`config.mk`:
```
export PLATFORM = sky130hd
export DESIGN_NAME = seq_multiplier
export DESIGN_NICKNAME = d
export VERILOG_FILES = /design/src/rtl/seq_multiplier.sv
export SDC_FILE = /design/constraint.sdc
export NUM_CORES = 1
export LEC_CHECK = 0
export CAP_MARGIN = 5
export CORE_UTILIZATION = 30
export CTS_CLUSTER_DIAMETER = 60
export DETAILED_ROUTE_END_ITERATION = 10
export GPL_TIMING_DRIVEN = 0
export PLACE_DENSITY_LB_ADDON = 0.3
export SLEW_MARGIN = 10
export SYNTH_ARGS = -nofsm -noshare
export SYNTH_HDL_FRONTEND = slang
export SYNTH_SLANG_ARGS = --single-unit
```
`constraint.sdc`:
```
create_clock -name clk -period 8.1 [get_ports clk]
set_input_delay 1.215 -clock clk [delete_from_list [all_inputs] [get_ports clk]]
set_output_delay 1.215 -clock clk [all_outputs]
set_load 0.05 [all_outputs]
```
`src/rtl/seq_multiplier.sv`:
```
// seq_multiplier: iterative unsigned shift-and-add multiplier.
//
// The operands are captured when start is accepted. The product appears
// exactly WIDTH cycles later, with a single-cycle done pulse. The cycle
// count is fixed and does not depend on operand values.
//
// Ports:
//   clk           rising-edge clock
//   rst_n         asynchronous active-low reset
//   start         request pulse; operands are sampled on the same edge
//   multiplicand  unsigned operand A (WIDTH bits)
//   multiplier    unsigned operand B (WIDTH bits)
//   busy          high while a multiply is in progress
//   done          one-cycle pulse when product is valid
//   product       A*B (2*WIDTH bits), held until the next completion or reset
//
// state | meaning
// ------+----------------------------------------------------------------
// IDLE  | no operation; start launches a new multiply
// RUN   | one add/shift step per cycle; start is ignored
// DONE  | product just written, done high; start is accepted here too
module seq_multiplier #(
  parameter int WIDTH = 32
) (
  input  logic               clk,
  input  logic               rst_n,
  input  logic               start,
  input  logic [WIDTH-1:0]   multiplicand,
  input  logic [WIDTH-1:0]   multiplier,
  output logic               busy,
  output logic               done,
  output logic [2*WIDTH-1:0] product
);

  localparam int CW = $clog2(WIDTH + 1);

  typedef enum logic [1:0] {
    IDLE = 2'd0,
    RUN  = 2'd1,
    DONE = 2'd2
  } state_t;

  state_t state_q, state_d;

  logic [2*WIDTH-1:0] a_q;
  logic [WIDTH-1:0]   b_q;
  logic [2*WIDTH-1:0] acc_q;
  logic [2*WIDTH-1:0] acc_next;
  logic [2*WIDTH-1:0] product_q;
  logic [CW-1:0]      cnt_q;
  logic               accept;
  logic               last_step;

  // start is honoured only outside RUN; a request in RUN is simply dropped
  assign accept    = start && (state_q != RUN);
  // terminal count: this edge performs the final iteration
  assign last_step = (state_q == RUN) && (cnt_q == CW'(1));
  assign acc_next  = b_q[0] ? (acc_q + a_q) : acc_q;

  always_ff @(posedge clk or negedge rst_n) begin
    if (!rst_n) begin
      state_q <= IDLE;
    end else begin
      state_q <= state_d;
    end
  end

  always_comb begin
    state_d = state_q;
    case (state_q)
      IDLE:    state_d = start ? RUN : IDLE;
      RUN:     state_d = (cnt_q == CW'(1)) ? DONE : RUN;
      DONE:    state_d = start ? RUN : IDLE;
      default: state_d = IDLE;
    endcase
  end

  always_comb begin
    busy = (state_q == RUN);
    done = (state_q == DONE);
  end

  always_ff @(posedge clk or negedge rst_n) begin
    if (!rst_n) begin
      a_q       <= '0;
      b_q       <= '0;
      acc_q     <= '0;
      cnt_q     <= '0;
      product_q <= '0;
    end else if (accept) begin
      a_q   <= {{WIDTH{1'b0}}, multiplicand};
      b_q   <= multiplier;
      acc_q <= '0;
      cnt_q <= CW'(WIDTH);
    end else if (state_q == RUN) begin
      acc_q <= acc_next;
      a_q   <= a_q << 1;
      b_q   <= b_q >> 1;
      cnt_q <= cnt_q - CW'(1);
      // the final step's add is folded in, so product is never partial
      if (last_step) begin
        product_q <= acc_next;
      end
    end
  end

  assign product = product_q;

endmodule

```
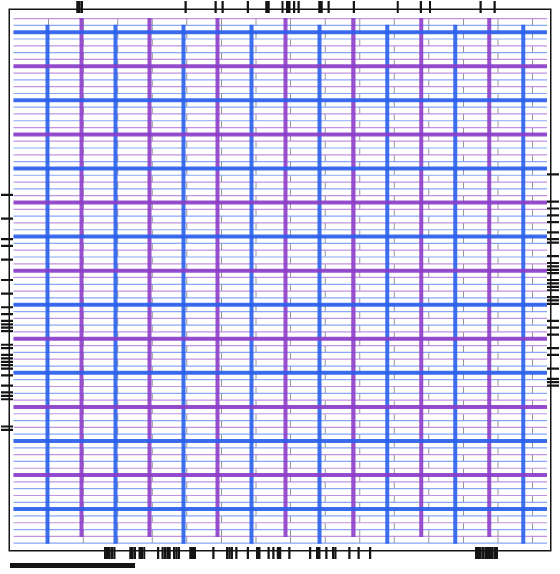
run_1/pdn.png
The bar under the picture is 50 um long. Pins as bars on the die edge. Tap cells in gray.
Key: VDD = purple; VSS = blue
15 straps on met4. The core has 77 rows. 15 straps on met5. 133 signal pins sit on the boundary. 592 tap cells.
Max VDD drop: 0.1998 mV
die height: 215.6 um
CORE AREA: 0.04461 mm2
DIE WIDTH: 215.6 um

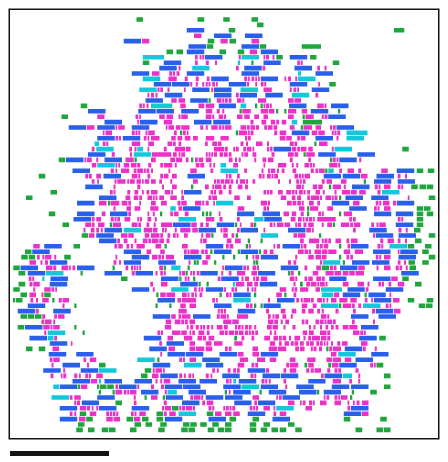
run_1/cell_classes.png
The bar under the picture is 50 um long.
Key: flip-flops = blue [cells 232]; clock drivers and dummy loads = cyan [cells 58]; all other logic = magenta [cells 1181]; other buffers and delay cells = green [cells 232]
Rows: 77
Util after Layout: 37.98%
sequential cell area share: 34.27%
design area: 0.01694 mm2

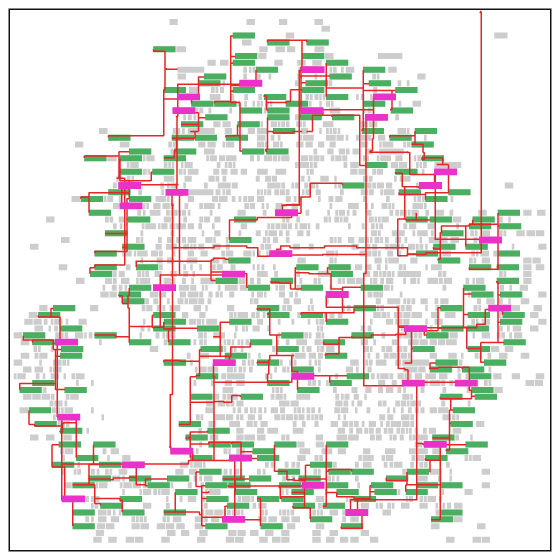
run_1/clock_map.png
Key: cells driving clock nets = magenta [count 34]; flip-flops = green [count 232]; clock wires = red [length 3850 um]
There are 35 routed clock nets. Position of the flops: all over the die.
Clock net power: 1530 uW
Clock Power Share: 21.2%

==> flow_metrics.env, run 1 <==
# source this file to load flow results
export IMPL_mux_share_pct=8.933
export IMPL_lay_top_count="nand2_1"
export IMPL_ys_sh_xor_pct=3.904
export IMPL_comb_area_mm2=0.007367
export IMPL_clock_latency_ns=0.55
export IMPL_ys_sh_simple_pct=13.42
export IMPL_crit_family="buffers and inverters"
export IMPL_drive_gt1_share_pct=5.637
export IMPL_critPathArrivalTime_ns=3.86
export IMPL_dominant_cell_class="multi-input combinational cells"
export IMPL_p_sw_uw=3368
export IMPL_routed_wl_met2_mm=19.75
export IMPL_async_flop_share_pct=100.0
export IMPL_internal_power_uw=3857
export IMPL_synth_nets=1645
export IMPL_outcome="complete, no violations"
export IMPL_synthFlopType="dfrtp_1"
export IMPL_global_route_usage_met1_pct=24.84
export IMPL_syn_area_per_cell_um2=9.051
export IMPL_cts_sinks=232
export IMPL_buffer_area_share_pct=10.36
export IMPL_grt_max_degree=106
export IMPL_io_pins=133
export IMPL_top_layer="met4"
export IMPL_cp_end_kind="output port"
export IMPL_drtIter0Drc=854
export IMPL_n_fill_cell=4472
export IMPL_grt_util_met2_pct=30.04
export IMPL_initCoreUtil_pct=30.68
export IMPL_switching_share_pct=46.62
export IMPL_cts_setup_buffers=0
export IMPL_antenna_left=0
export IMPL_pg_seq_uw=2000
export IMPL_report_final_hold_viol_count=0
export IMPL_met3_length_mm=2.350
export IMPL_pwr_share_seq_pct=27.7
export IMPL_wl_per_cell_um=18.86
export IMPL_syn_to_final_growth_pct=23.80
export IMPL_cts_root_buf="clkbuf_16"
export IMPL_yosysWarningCount=0
export IMPL_leakagePower_uw=0.007452
export IMPL_clockBufferDepth=3
export IMPL_setup_viol=0
export IMPL_synth_cell_area_mm2=0.01368
export IMPL_logic_family="AND-OR/OR-AND gates"
export IMPL_numSynthFlops=232
export IMPL_hold_buffers=0
export IMPL_required_ns=6.88
export IMPL_ys_chip_area_mm2=0.01368
export IMPL_first_pass_iters=5
export IMPL_ys_sh_aoi_pct=21.49
export IMPL_tightestPinTransition_ns=1.112
export IMPL_clockNetworkAreaShare_pct=6.758
export IMPL_synth_seq_area_share_pct=42.42
export IMPL_ys_cells=1512
export IMPL_synthDistinctLibCells=71
export IMPL_crit_reg2reg_launch="a_q[36]"
export IMPL_signal_buffers=232
--- run 2 (diff from run 1) ---
Clock period 8.1 ns to 5 ns, I/O delays scaled along.
==> run 2 against run 1 <==
Effect of this change: worst hold slack got worse by 0.34 ns; total power increased by 62%; register-to-register slack got worse by 3.1 ns; highest routed layer unchanged.
==> flow_metrics.env, run 2 <==
# source this file to load flow results
export IMPL_pg_seq_uw=3250
export IMPL_peakVddDrop_mv=0.3237
export IMPL_dominant_cell_class="multi-input combinational cells"
export IMPL_buffer_area_share_pct=10.36
export IMPL_pwr_share_seq_pct=27.7
export IMPL_synthFlopType="dfrtp_1"
export IMPL_place_area_mm2=0.01580
export IMPL_stdcell_area_mm2=0.01694
export IMPL_leakagePower_uw=0.007452
export IMPL_drtIter0Drc=854
export IMPL_signal_buffers=232
export IMPL_synth_cell_area_mm2=0.01368
export IMPL_grt_usage_pct=18.75
export IMPL_lay_top_count="nand2_1"
export IMPL_async_flop_share_pct=100.0
export IMPL_critPathArrivalTime_ns=3.86
export IMPL_ys_sh_aoi_pct=21.49
export IMPL_synthDistinctLibCells=71
export IMPL_ys_cells=1512
export IMPL_routed_wl_met2_mm=19.75
export IMPL_initCoreUtil_pct=30.68
export IMPL_cp_end_kind="output port"
export IMPL_ys_sh_simple_pct=13.42
export IMPL_comb_area_mm2=0.007367
export IMPL_cts_sinks=232
export IMPL_grt_max_degree=106
export IMPL_crit_family="buffers and inverters"
export IMPL_met3_length_mm=2.350
export IMPL_slew_headroom_pct=25.87
export IMPL_syn_to_final_growth_pct=23.80
export IMPL_io_pins=133
export IMPL_first_pass_iters=5
export IMPL_mux_share_pct=8.933
export IMPL_logic_family="AND-OR/OR-AND gates"
export IMPL_post_drt_via_cell_ratio=5.223
export IMPL_yosysWarningCount=0
export IMPL_ys_sh_xor_pct=3.904
export IMPL_rows=77
export IMPL_ys_chip_area_mm2=0.01368
export IMPL_cts_setup_buffers=0
export IMPL_path_cells="nand2b_1, clkbuf_1, inv_1, clkbuf_1, clkbuf_1, clkdlybuf4s50_1"
export IMPL_setup_viol=0
export IMPL_numSynthFlops=232
export IMPL_nonClockInverterCount=34
export IMPL_crit_reg2reg_launch="a_q[36]"
export IMPL_die_y_um=215.6
export IMPL_synth_seq_area_share_pct=42.42
export IMPL_post_route_util_pct=37.98
export IMPL_switching_share_pct=46.62
export IMPL_p_clk_share_pct=21.2
export IMPL_top_layer="met4"
export IMPL_chip_area_mm2=0.04647
export IMPL_setup_ws_ns=0.3904
export IMPL_n_fill_cell=4472
export IMPL_synth_nets=1645
export IMPL_syn_area_per_cell_um2=9.051
export IMPL_required_ns=4.25
export IMPL_sh_seq_area_pct=34.27
export IMPL_clockNetworkAreaShare_pct=6.758
export IMPL_dp_cells=2237
export IMPL_p_per_area_mw_per_mm2=690.8
export IMPL_p_sw_uw=5456
export IMPL_cts_root_buf="clkbuf_16"
export IMPL_outcome="complete, no violations"
export IMPL_die_x_um=215.6
export IMPL_drive_gt1_share_pct=5.637
export IMPL_tightestPinTransition_ns=1.112
export IMPL_report_final_hold_viol_count=0
export IMPL_internal_power_uw=6248
export IMPL_hold_buffers=0
export IMPL_antenna_left=0
export IMPL_clock_power_uw=2480
export IMPL_nets=1814
export IMPL_clockBufferDepth=3
export IMPL_setup_tns_ns=0
export IMPL_core_area_mm2=0.04461
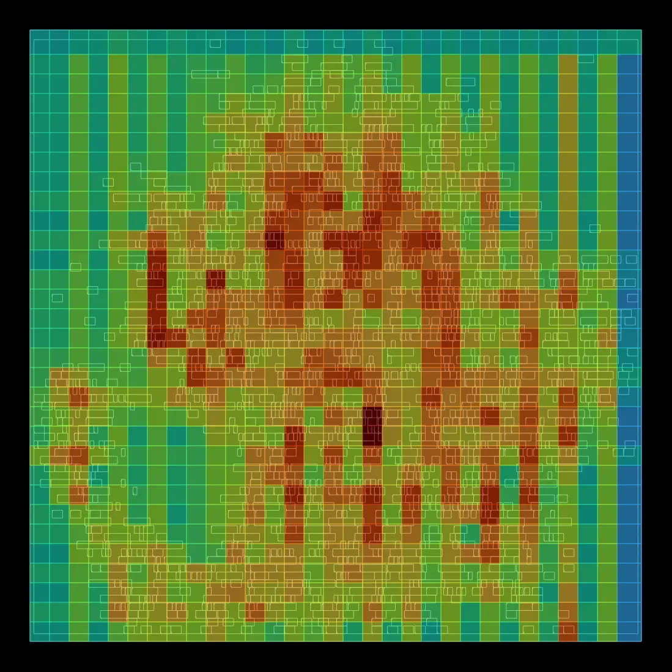
run_2/final_congestion.png
M2 GR Usage: 30.04%
GR Layer Usage met3: 3.340%
met1 Use GR: 24.84%
WL/cell: 18.86 um

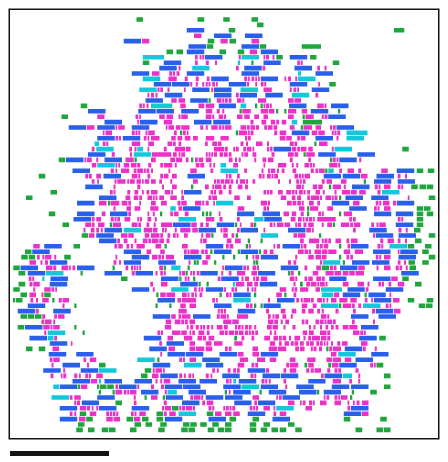
run_2/cell_classes.png
The bar under the picture is 50 um long.
Key: clock drivers and dummy loads = cyan [cells 58]; other buffers and delay cells = green [cells 232]; all other logic = magenta [cells 1181]; flip-flops = blue [cells 232]

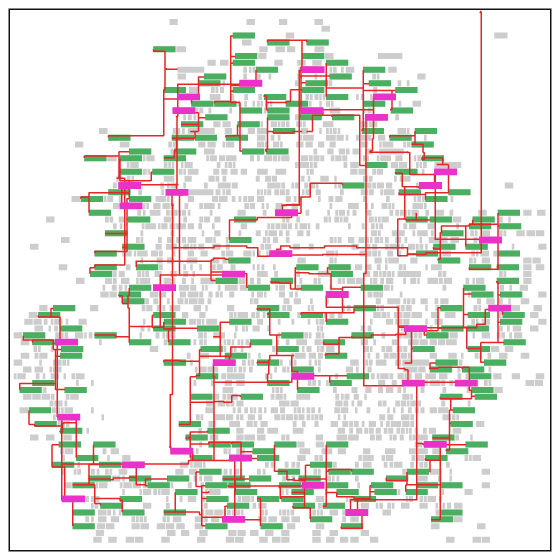
run_2/clock_map.png
Key: clock wires = red [length 3850 um]; cells driving clock nets = magenta [count 34]; flip-flops = green [count 232]
There are 35 routed clock nets. Position of the flops: all over the die.
Clock Skew: 0.03089 ns
clk ins delay skew pair: 0.55 ns

Power figures rest on the tool's default switching activity, not on a simulated workload.
